`src/rtl/uart_pkg.sv`:
```
// Shared UART definitions: receiver FSM states, parity encodings and default frame geometry.
package uart_pkg;

   typedef enum logic [2:0] {
      IDLE   = 3'd0,
      START  = 3'd1,
      DATA   = 3'd2,
      PARITY = 3'd3,
      STOP   = 3'd4
   } uart_state_e;

   localparam logic PAR_EVEN = 1'b0;
   localparam logic PAR_ODD  = 1'b1;

   localparam int UART_PRESCALE   = 8;
   localparam int UART_DATA_WIDTH = 8;

endpackage

```
`src/rtl/uart_rx_sampler.sv`:
```
// Line front end: 2-flop synchronizer, per-bit edge counter and 3-sample majority vote.
module uart_rx_sampler #(
   parameter int PRESCALE = 8
) (
   input  logic                        i_clk,
   input  logic                        i_rst,
   input  logic                        i_rx,
   input  logic                        i_cnt_en,
   output logic                        o_rx_s,
   output logic [$clog2(PRESCALE)-1:0] o_edge_cnt,
   output logic                        o_sampled_bit,
   output logic                        o_bit_done
);

   localparam int EW = $clog2(PRESCALE);
   localparam logic [EW-1:0] E_ONE  = EW'(1);
   localparam logic [EW-1:0] E_LAST = EW'(PRESCALE - 1);
   localparam logic [EW-1:0] S0     = EW'(PRESCALE / 2 - 1);
   localparam logic [EW-1:0] S1     = EW'(PRESCALE / 2);
   localparam logic [EW-1:0] S2     = EW'(PRESCALE / 2 + 1);

   logic [1:0]    r_sync;
   logic [EW-1:0] r_edge_cnt;
   logic [2:0]    r_samp;

   always_ff @(posedge i_clk) begin
      if (i_rst) begin
         r_sync     <= 2'b11;
         r_edge_cnt <= '0;
         r_samp     <= 3'b111;
      end else begin
         r_sync <= {r_sync[0], i_rx};
         // counter parks at 0 while idle so a detected start cycle is sample 0
         if (!i_cnt_en)
            r_edge_cnt <= '0;
         else if (r_edge_cnt == E_LAST)
            r_edge_cnt <= '0;
         else
            r_edge_cnt <= r_edge_cnt + E_ONE;
         if (r_edge_cnt == S0 || r_edge_cnt == S1 || r_edge_cnt == S2)
            r_samp <= {r_samp[1:0], r_sync[1]};
      end
   end

   assign o_rx_s        = r_sync[1];
   assign o_edge_cnt    = r_edge_cnt;
   assign o_sampled_bit = (r_samp[0] & r_samp[1]) | (r_samp[0] & r_samp[2]) | (r_samp[1] & r_samp[2]);
   assign o_bit_done    = (r_edge_cnt == E_LAST);

endmodule

```
`src/rtl/uart_rx.sv`:
```
// UART receiver: start/data/parity/stop FSM over the voted bit stream, reporting
// good bytes or frame errors as single-cycle pulses.
module uart_rx
   import uart_pkg::*;
#(
   parameter int PRESCALE   = UART_PRESCALE,
   parameter int DATA_WIDTH = UART_DATA_WIDTH
) (
   input  logic                  clk,
   input  logic                  rst,
   input  logic                  rx_in,
   input  logic                  par_en,
   input  logic                  par_type,
   output logic [DATA_WIDTH-1:0] p_data,
   output logic                  data_valid,
   output logic                  par_err,
   output logic                  stp_err
);

   localparam int EW = $clog2(PRESCALE);
   localparam int BW = (DATA_WIDTH > 1) ? $clog2(DATA_WIDTH) : 1;
   localparam logic [EW-1:0] VOTE_AT  = EW'(PRESCALE / 2 + 2);
   localparam logic [BW-1:0] LAST_BIT = BW'(DATA_WIDTH - 1);
   localparam logic [BW-1:0] BIT_ONE  = BW'(1);

   logic                  w_rx_s;
   logic [EW-1:0]         w_edge_cnt;
   logic                  w_bit;
   logic                  w_bit_done;
   logic                  w_cnt_en;
   logic                  w_par_mis;
   uart_state_e           r_state, w_next;
   logic [BW-1:0]         r_bit_cnt;
   logic [DATA_WIDTH-1:0] r_shift;
   logic                  r_par_en, r_par_type, r_perr;
   logic [DATA_WIDTH-1:0] r_p_data;
   logic                  r_data_valid, r_par_err, r_stp_err;

   uart_rx_sampler #(.PRESCALE(PRESCALE)) u_sampler (
      .i_clk         (clk),
      .i_rst         (rst),
      .i_rx          (rx_in),
      .i_cnt_en      (w_cnt_en),
      .o_rx_s        (w_rx_s),
      .o_edge_cnt    (w_edge_cnt),
      .o_sampled_bit (w_bit),
      .o_bit_done    (w_bit_done)
   );

   assign w_cnt_en  = (w_next != IDLE);
   assign w_par_mis = ((^r_shift) ^ r_par_type) != w_bit;

   // every decision except false-start rejection is taken on the last cycle of
   // the bit, where the vote is already settled for any legal PRESCALE
   always_comb begin
      w_next = r_state;
      unique case (r_state)
         IDLE:    if (!w_rx_s) w_next = START;
         START: begin
            if (w_edge_cnt == VOTE_AT && w_bit) w_next = IDLE;
            else if (w_bit_done)                w_next = DATA;
         end
         DATA:    if (w_bit_done && r_bit_cnt == LAST_BIT) w_next = r_par_en ? PARITY : STOP;
         PARITY:  if (w_bit_done) w_next = STOP;
         STOP:    if (w_bit_done) w_next = IDLE;
         default: w_next = IDLE;
      endcase
   end

   always_ff @(posedge clk) begin
      if (rst) begin
         r_state      <= IDLE;
         r_bit_cnt    <= '0;
         r_shift      <= '0;
         r_par_en     <= 1'b0;
         r_par_type   <= 1'b0;
         r_perr       <= 1'b0;
         r_p_data     <= '0;
         r_data_valid <= 1'b0;
         r_par_err    <= 1'b0;
         r_stp_err    <= 1'b0;
      end else begin
         r_state      <= w_next;
         r_data_valid <= 1'b0;
         r_par_err    <= 1'b0;
         r_stp_err    <= 1'b0;
         case (r_state)
            IDLE: if (!w_rx_s) begin
               r_par_en   <= par_en;
               r_par_type <= par_type;
               r_perr     <= 1'b0;
               r_bit_cnt  <= '0;
            end
            DATA: if (w_bit_done) begin
               r_shift[r_bit_cnt] <= w_bit;
               r_bit_cnt          <= r_bit_cnt + BIT_ONE;
            end
            PARITY: if (w_bit_done && w_par_mis) r_perr <= 1'b1;
            STOP: if (w_bit_done) begin
               if (!r_perr && w_bit) begin
                  r_p_data     <= r_shift;
                  r_data_valid <= 1'b1;
               end else begin
                  r_par_err <= r_perr;
                  r_stp_err <= !w_bit;
               end
            end
            default: ;
         endcase
      end
   end

   assign p_data     = r_p_data;
   assign data_valid = r_data_valid;
   assign par_err    = r_par_err;
   assign stp_err    = r_stp_err;

endmodule

```
`config.mk`:
```
export PLATFORM = sky130hd
export DESIGN_NAME = uart_rx
export DESIGN_NICKNAME = d
export VERILOG_FILES = /design/src/rtl/uart_pkg.sv /design/src/rtl/uart_rx_sampler.sv /design/src/rtl/uart_rx.sv
export SDC_FILE = /design/constraint.sdc
export NUM_CORES = 1
export LEC_CHECK = 0
export CORE_MARGIN = 1
export CORE_UTILIZATION = 60
export DETAILED_ROUTE_END_ITERATION = 10
export PLACE_DENSITY = 0.9
export SLEW_MARGIN = 20
export SYNTH_ARGS = -nofsm -noshare
export SYNTH_HDL_FRONTEND = slang
export SYNTH_SLANG_ARGS = --single-unit
export TNS_END_PERCENT = 10
```
`constraint.sdc`:
```
create_clock -name clk -period 3.09 [get_ports clk]
set_input_delay 0.927 -clock clk [delete_from_list [all_inputs] [get_ports clk]]
set_output_delay 0.927 -clock clk [all_outputs]
set_load 0.05 [all_outputs]
```
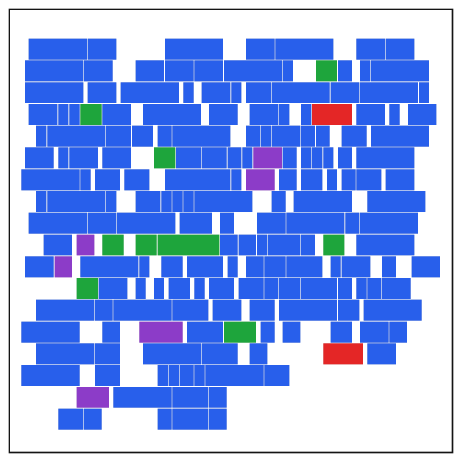
(run_1/sizing.png)
(8 px per micron)
size	color	cells
x6 and larger	red	2
x1 and smaller	blue	172
x3 and x4	green	9
x2	purple	6
nonclk buf count: 17
area delta synth->final: 12.7%
Final Worst Setup Slack: 0.661 ns

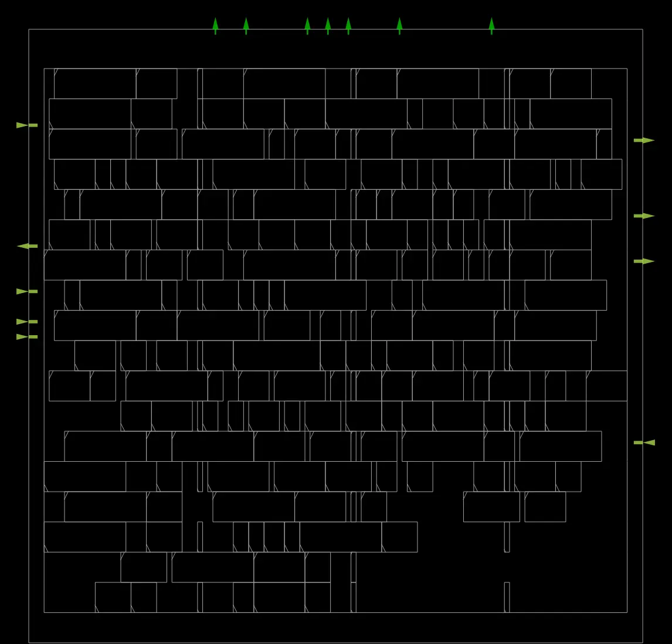
(run_1/placed.png)
Tapcells: 30
Flops: 36
sequential portion of the cell area: 0.376
fin cells: 219
Core Box Area: 2570 sq um

==> results.sh, run 1 <==
# source this file to load flow results
export IMPL_ys_sh_simple=0.231
export IMPL_die_area_sq_um=3050
export IMPL_top_cells_by_count="36 x dfxtp_1, 23 x nor2_1, 16 x mux2i_1"
export IMPL_skew_ns=0.00899
export IMPL_setup_viol_count_final=0
export IMPL_route_top_layer_used="met4"
export IMPL_wl_met1_mm=1.44
export IMPL_yosys_area_sq_um=1700
export IMPL_drive_gt1_frac=0.0899
export IMPL_crit_family="buffers and inverters"
export IMPL_row_count=18
export IMPL_ys_sh_mux=0.0943
export IMPL_clock_sinks=36
export IMPL_via_per_inst=5.93
export IMPL_drc=0
export IMPL_ys_top_cells_by_area="dfxtp_1 42%, mux2i_1 9.4%, ha_1 5.9%"
export IMPL_grt_max_degree=16
export IMPL_synth_edff_count=0
export IMPL_netlist_area_leader_share=0.424
export IMPL_dp_slack_ns=0.808
export IMPL_switching_share=0.216
export IMPL_antenna_found_initial=0
export IMPL_clkLatencyLatePin_ns=0.34
export IMPL_nNetsFinal=202
export IMPL_grt_use_met2=0.389
export IMPL_yosys_cells=177
export IMPL_internal_power_mw=0.611
export IMPL_adder_share=0.0655
export IMPL_max_stage_delay_ns=0.81
export IMPL_p_sw_mw=0.168
export IMPL_place_gp_congestion=0.831
export IMPL_dieWidth_microns=55.2
export IMPL_synth_seq_share=0.424
export IMPL_warnings=30
export IMPL_hold_path_class="register to register"
export IMPL_grt_pass1_vias=1297
export IMPL_ys_ff=36
export IMPL_crit_type="register to output pin"
export IMPL_tns_ns=0
export IMPL_min_period_ns=2.43
export IMPL_path_cells="clkdlybuf4s50_1"
export IMPL_dieHeight_microns=55.2
export IMPL_total_power_mw=0.779
export IMPL_grtUsageMet1=0.280
export IMPL_wl_met3_microns=112
export IMPL_drt_iter0_markers=38
export IMPL_synthCells=177
export IMPL_max_vdd_ir_drop_mv=0.443
export IMPL_finalInstanceArea_sq_um=1920
export IMPL_yosysWarnings=0
export IMPL_most_common_cell="dfxtp_1"
export IMPL_p_seq_mw=0.472
export IMPL_synth_main_ff_cell="dfxtp_1"
export IMPL_cts_repair_resize_count=0
export IMPL_grt_first_pass_wirelength_mm=5.55
export IMPL_regArea_sq_um=721
export IMPL_cts_max_level=2
export IMPL_port_buffers=15
export IMPL_final_max_slew_viol_count=0
export IMPL_status="completed"
export IMPL_ys_sh_xor=0.0493
export IMPL_fin_crit_sh=0.786
export IMPL_hold_worst_slack_ns=0.434
export IMPL_clock_path_buffers=2
export IMPL_postCtsSetupBuffers=0
export IMPL_final_util=0.746
export IMPL_combPwrFrac=0.037
export IMPL_crit_path_start_kind="register"
export IMPL_top_logic_kind="simple AND/OR/NAND/NOR gates"
export IMPL_path_buffers=1
export IMPL_cts_buffers=5
export IMPL_fp_nets=190
export IMPL_num_antenna_cells=0
export IMPL_grt_busiest_layer="met2"
export IMPL_power_leader="registers"
export IMPL_required_ns=2.16
export IMPL_combGateArea_sq_um=916
export IMPL_ios=16
export IMPL_p_seq_frac=0.606
export IMPL_hold_violations=0
export IMPL_place_area_sq_um=1850
export IMPL_drt_wl_total_mm=3.26
export IMPL_final_fill_count=187
export IMPL_clkPwrFrac=0.357
export IMPL_p_leak_nw=0.744
export IMPL_syn_area_per_cell_sq_um=9.60
export IMPL_clk_pin_slew_worst_paths_ns=0.10
export IMPL_comb_cell_power_mw=0.0285
export IMPL_use_met3=0.0515
export IMPL_fp_util=0.662
export IMPL_grt_ovfl_total=0
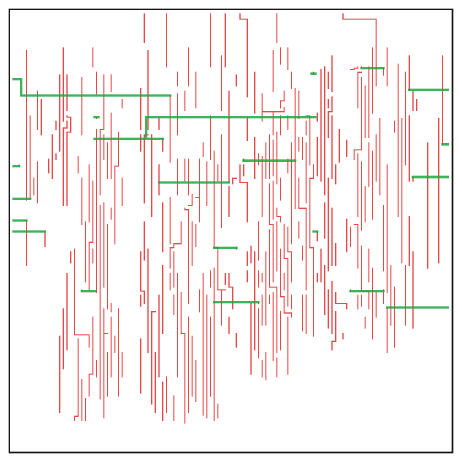
(run_1/layers.png)
(8 px per micron) Two of the layers only.
layer	color	wire length
M2	red	1,660 microns
M3	green	112 microns

==> run 1: final timing paths <==
| kind | slack (ns) | endpoint | from | cells past startpoint |
|---|---|---|---|---|
| hold / removal | 0.43 | u_sampler.r_sync[1] | u_sampler.r_sync[0] | 1 |
| setup reg to reg | 0.87 | p_data[7] | u_sampler.o_edge_cnt[0] | 6 |
| hold reg to reg | 0.43 | u_sampler.r_sync[1] | u_sampler.r_sync[0] | 1 |
| setup / recovery | 0.66 | p_data[1] | p_data[1] | 1 |
==> run 1: final cells by class <==
cell class | instances | share of cell area
clock buffers | 7 | 0.0340
inverters | 3 | 0.00588
multi-input cells | 126 | 0.478
flip-flops and latches | 36 | 0.376
well taps | 30 | 0.0196
repair buffers | 17 | 0.0862
==> run_1/pinout.png <==
(8 px per micron) Pins as bars across the die edge, other pins in gray.
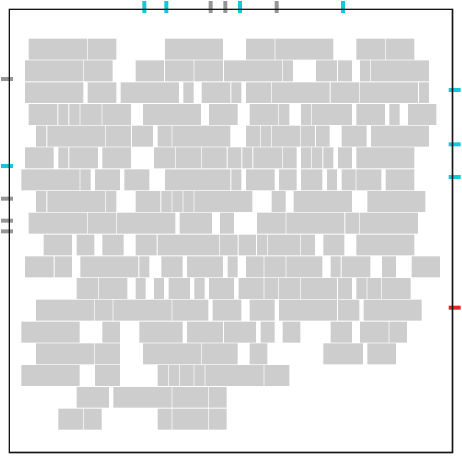

==> run 1 -> run 2 <==
- CORE_UTILIZATION: 60 -> 56
- PLACE_DENSITY: 0.9 -> 0.85
- clock period: 3.09 -> 2.5 ns (I/O delays scaled with it)
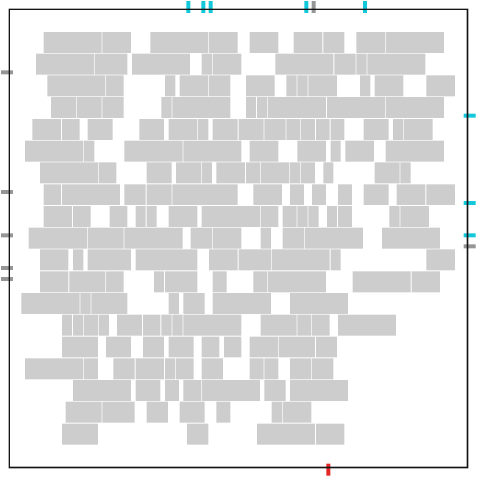
(run_2/pinout.png)
(8 px per micron) Pins as bars across the die edge, other pins in gray.
port	color	pins	direction	edge
p_data	cyan	8	output	5 top, 3 right
par_en	red	1	input	bottom
all pins by edge	6 top, 5 left, 4 right, 1 bottom
Port Buf Inserts: 15
die width: 57.1 microns
Die Ht: 57.1 microns

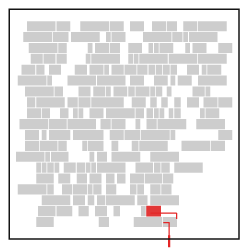
(run_2/port_trees.png)
(4 px per micron)
port	color	bits	direction	end cells	wire
par_en	red	1	input	1	12.8 microns
Ports: 16

==> results.sh, run 2 <==
# source this file to load flow results
export IMPL_switching_share=0.249
export IMPL_drc=8
export IMPL_seq_area_frac=0.375
export IMPL_combGateArea_sq_um=916
export IMPL_root_buffer="clkbuf_4"
export IMPL_grt_first_pass_wirelength_mm=5.37
export IMPL_path_buffers=1
export IMPL_min_period_ns=2.30
export IMPL_nNetsFinal=203
export IMPL_grt_max_degree=21
export IMPL_power_leader="registers"
export IMPL_clkCellAreaFrac=0.0319
export IMPL_hold_worst_slack_ns=0.435
export IMPL_dp_slack_ns=0.341
export IMPL_yosys_cells=177
export IMPL_clkbuf_count=5
export IMPL_drive_gt1_frac=0.0995
export IMPL_buffer_area_frac=0.0899
export IMPL_area_dominant_class="combinational gates"
export IMPL_grt_ovfl_total=0
export IMPL_taps=31
export IMPL_cts_hold_buffers_added=0
export IMPL_skew_ns=0.0104
export IMPL_fp_nets=190
export IMPL_cts_repair_resize_count=0
export IMPL_cts_max_level=2
export IMPL_drt_iter0_markers=47
export IMPL_warnings=30
export IMPL_fp_util=0.606
export IMPL_relSlewSlack=0.525
export IMPL_p_seq_frac=0.620
export IMPL_yosys_area_sq_um=1700
export IMPL_async_flop_share=0
export IMPL_syn_area_per_cell_sq_um=9.60
export IMPL_clock_sinks=36
export IMPL_vias=1253
export IMPL_hold_violations=0
export IMPL_finalInstanceArea_sq_um=1920
export IMPL_crit_path_start_kind="register"
export IMPL_top_cells_by_count="36 x dfxtp_1, 23 x nor2_1, 16 x mux2i_1"
export IMPL_final_layout_top_logic_cells="36 x dfxtp_1, 23 x nor2_1, 16 x mux2i_1, 15 x clkdlybuf4s50_1, 10 x nand2_1"
export IMPL_rr_startpoint="u_sampler.o_edge_cnt[0]"
export IMPL_place_gp_congestion=0.829
export IMPL_logic_gate_count=126
export IMPL_max_vdd_ir_drop_mv=0.374
export IMPL_setup_ws_ns=0.198
export IMPL_clk_pin_slew_worst_paths_ns=0.12
export IMPL_worstSetupStartpoint="p_data[4]"
export IMPL_violations="design-rule violations"
export IMPL_worst_pin_slew_ns=0.710
export IMPL_whs_endpoint="u_sampler.r_sync[1]"
export IMPL_ant_nets=0
export IMPL_hold_path_class="register to register"
export IMPL_adder_share=0.0655
export IMPL_internal_power_mw=0.708
export IMPL_top_logic_kind="simple AND/OR/NAND/NOR gates"
export IMPL_grt_setup_unrepaired="no"
export IMPL_crit_fanout=2
export IMPL_num_antenna_cells=0
export IMPL_wire_per_inst_microns=14.7
export IMPL_postCtsSetupBuffers=0
export IMPL_lay_top_count="dfxtp_1"
export IMPL_most_common_cell="dfxtp_1"
export IMPL_area_growth_pct=13.0
export IMPL_die_area_sq_um=3260
export IMPL_final_max_slew_viol_count=0
export IMPL_place_area_sq_um=1860
export IMPL_regToRegEndpoint="p_data[1]"
export IMPL_synth_seq_share=0.424
export IMPL_aoi_share=0.0987
export IMPL_final_util=0.685
export IMPL_post_dp_hpwl_mm=2.41
export IMPL_clock_path_buffers=2
export IMPL_p_sw_mw=0.235
export IMPL_yosysWarnings=0
export IMPL_cts_buffers=5
export IMPL_crit_family="buffers and inverters"
export IMPL_row_count=19
export IMPL_yosysTopAreaCell="dfxtp_1"
export IMPL_fin_crit_sh=0.921
export IMPL_flops=36
export IMPL_clkPwrFrac=0.340
export IMPL_syn_area_sq_um=1700
export IMPL_cts_tree="done"
export IMPL_setup_viol_count_final=0
export IMPL_grt_pass1_vias=1185
export IMPL_p_seq_mw=0.584
export IMPL_sh_comb_area=0.477
export IMPL_regArea_sq_um=721
export IMPL_hp_start="u_sampler.r_sync[0]"
export IMPL_ys_ff=36
export IMPL_slowest_stage="clkdlybuf4s50_1"
export IMPL_fin_cells=222
export IMPL_max_cap_violations=0
export IMPL_total_power_mw=0.942
export IMPL_p_leak_nw=0.738
export IMPL_ys_sh_simple=0.231
export IMPL_netlist_area_leader_share=0.424
export IMPL_fmax_ghz=0.434
export IMPL_ys_sh_xor=0.0493
export IMPL_final_fill_count=231
export IMPL_status="complete, but fails checks"
export IMPL_clkLatencyLatePin_ns=0.36
export IMPL_inverters_excl_clock=3
export IMPL_worst_r2r_path_depth=6
export IMPL_synth_main_ff_cell="dfxtp_1"
export IMPL_ys_sh_mux=0.0943
export IMPL_crit_type="register to output pin"
export IMPL_synthCells=177
export IMPL_arrival_ns=1.55
export IMPL_antenna_found_initial=0
export IMPL_synth_edff_count=0
export IMPL_n_all_buffers=18
export IMPL_track_usage=0.224
export IMPL_powerClk_mw=0.320
export IMPL_fp_coreArea_sq_um=2810
export IMPL_required_ns=1.75
export IMPL_combPwrFrac=0.040
export IMPL_comb_cell_power_mw=0.0379
export IMPL_hold_path_depth=1
export IMPL_path_cells="clkdlybuf4s50_1"
export IMPL_ys_top_cells_by_area="dfxtp_1 42%, mux2i_1 9.4%, ha_1 5.9%"
export IMPL_tns_ns=0
export IMPL_max_stage_delay_ns=0.83
export IMPL_r2r_setup_slack_ns=0.37
export IMPL_via_per_inst=5.64
export IMPL_drt_wl_total_mm=3.26
[run 2: layer usage]
layer / share of wire / routed length (microns) / track usage / vias to the layer above
li1: - / - / - / 642
met1: 0.43 / 1410 / 0.245 / 586
met2: 0.51 / 1670 / 0.385 / 16
met3: 0.029 / 96 / 0.0771 / 9
met4: 0.022 / 72 / 0.111 / 0
met5: 0 / 0 / 0 / -
[run 2: worst max path at each step]
stage	to	slack, ns	cells after the start
after floorplan	u_sampler.o_edge_cnt[0]	0.62	6
after global placement	r_shift[0]	0.35	3
after detailed placement	data_valid	0.34	3
after CTS	p_data[4]	0.18	1
after global routing	p_data[4]	0.15	1
final	p_data[4]	0.20	1
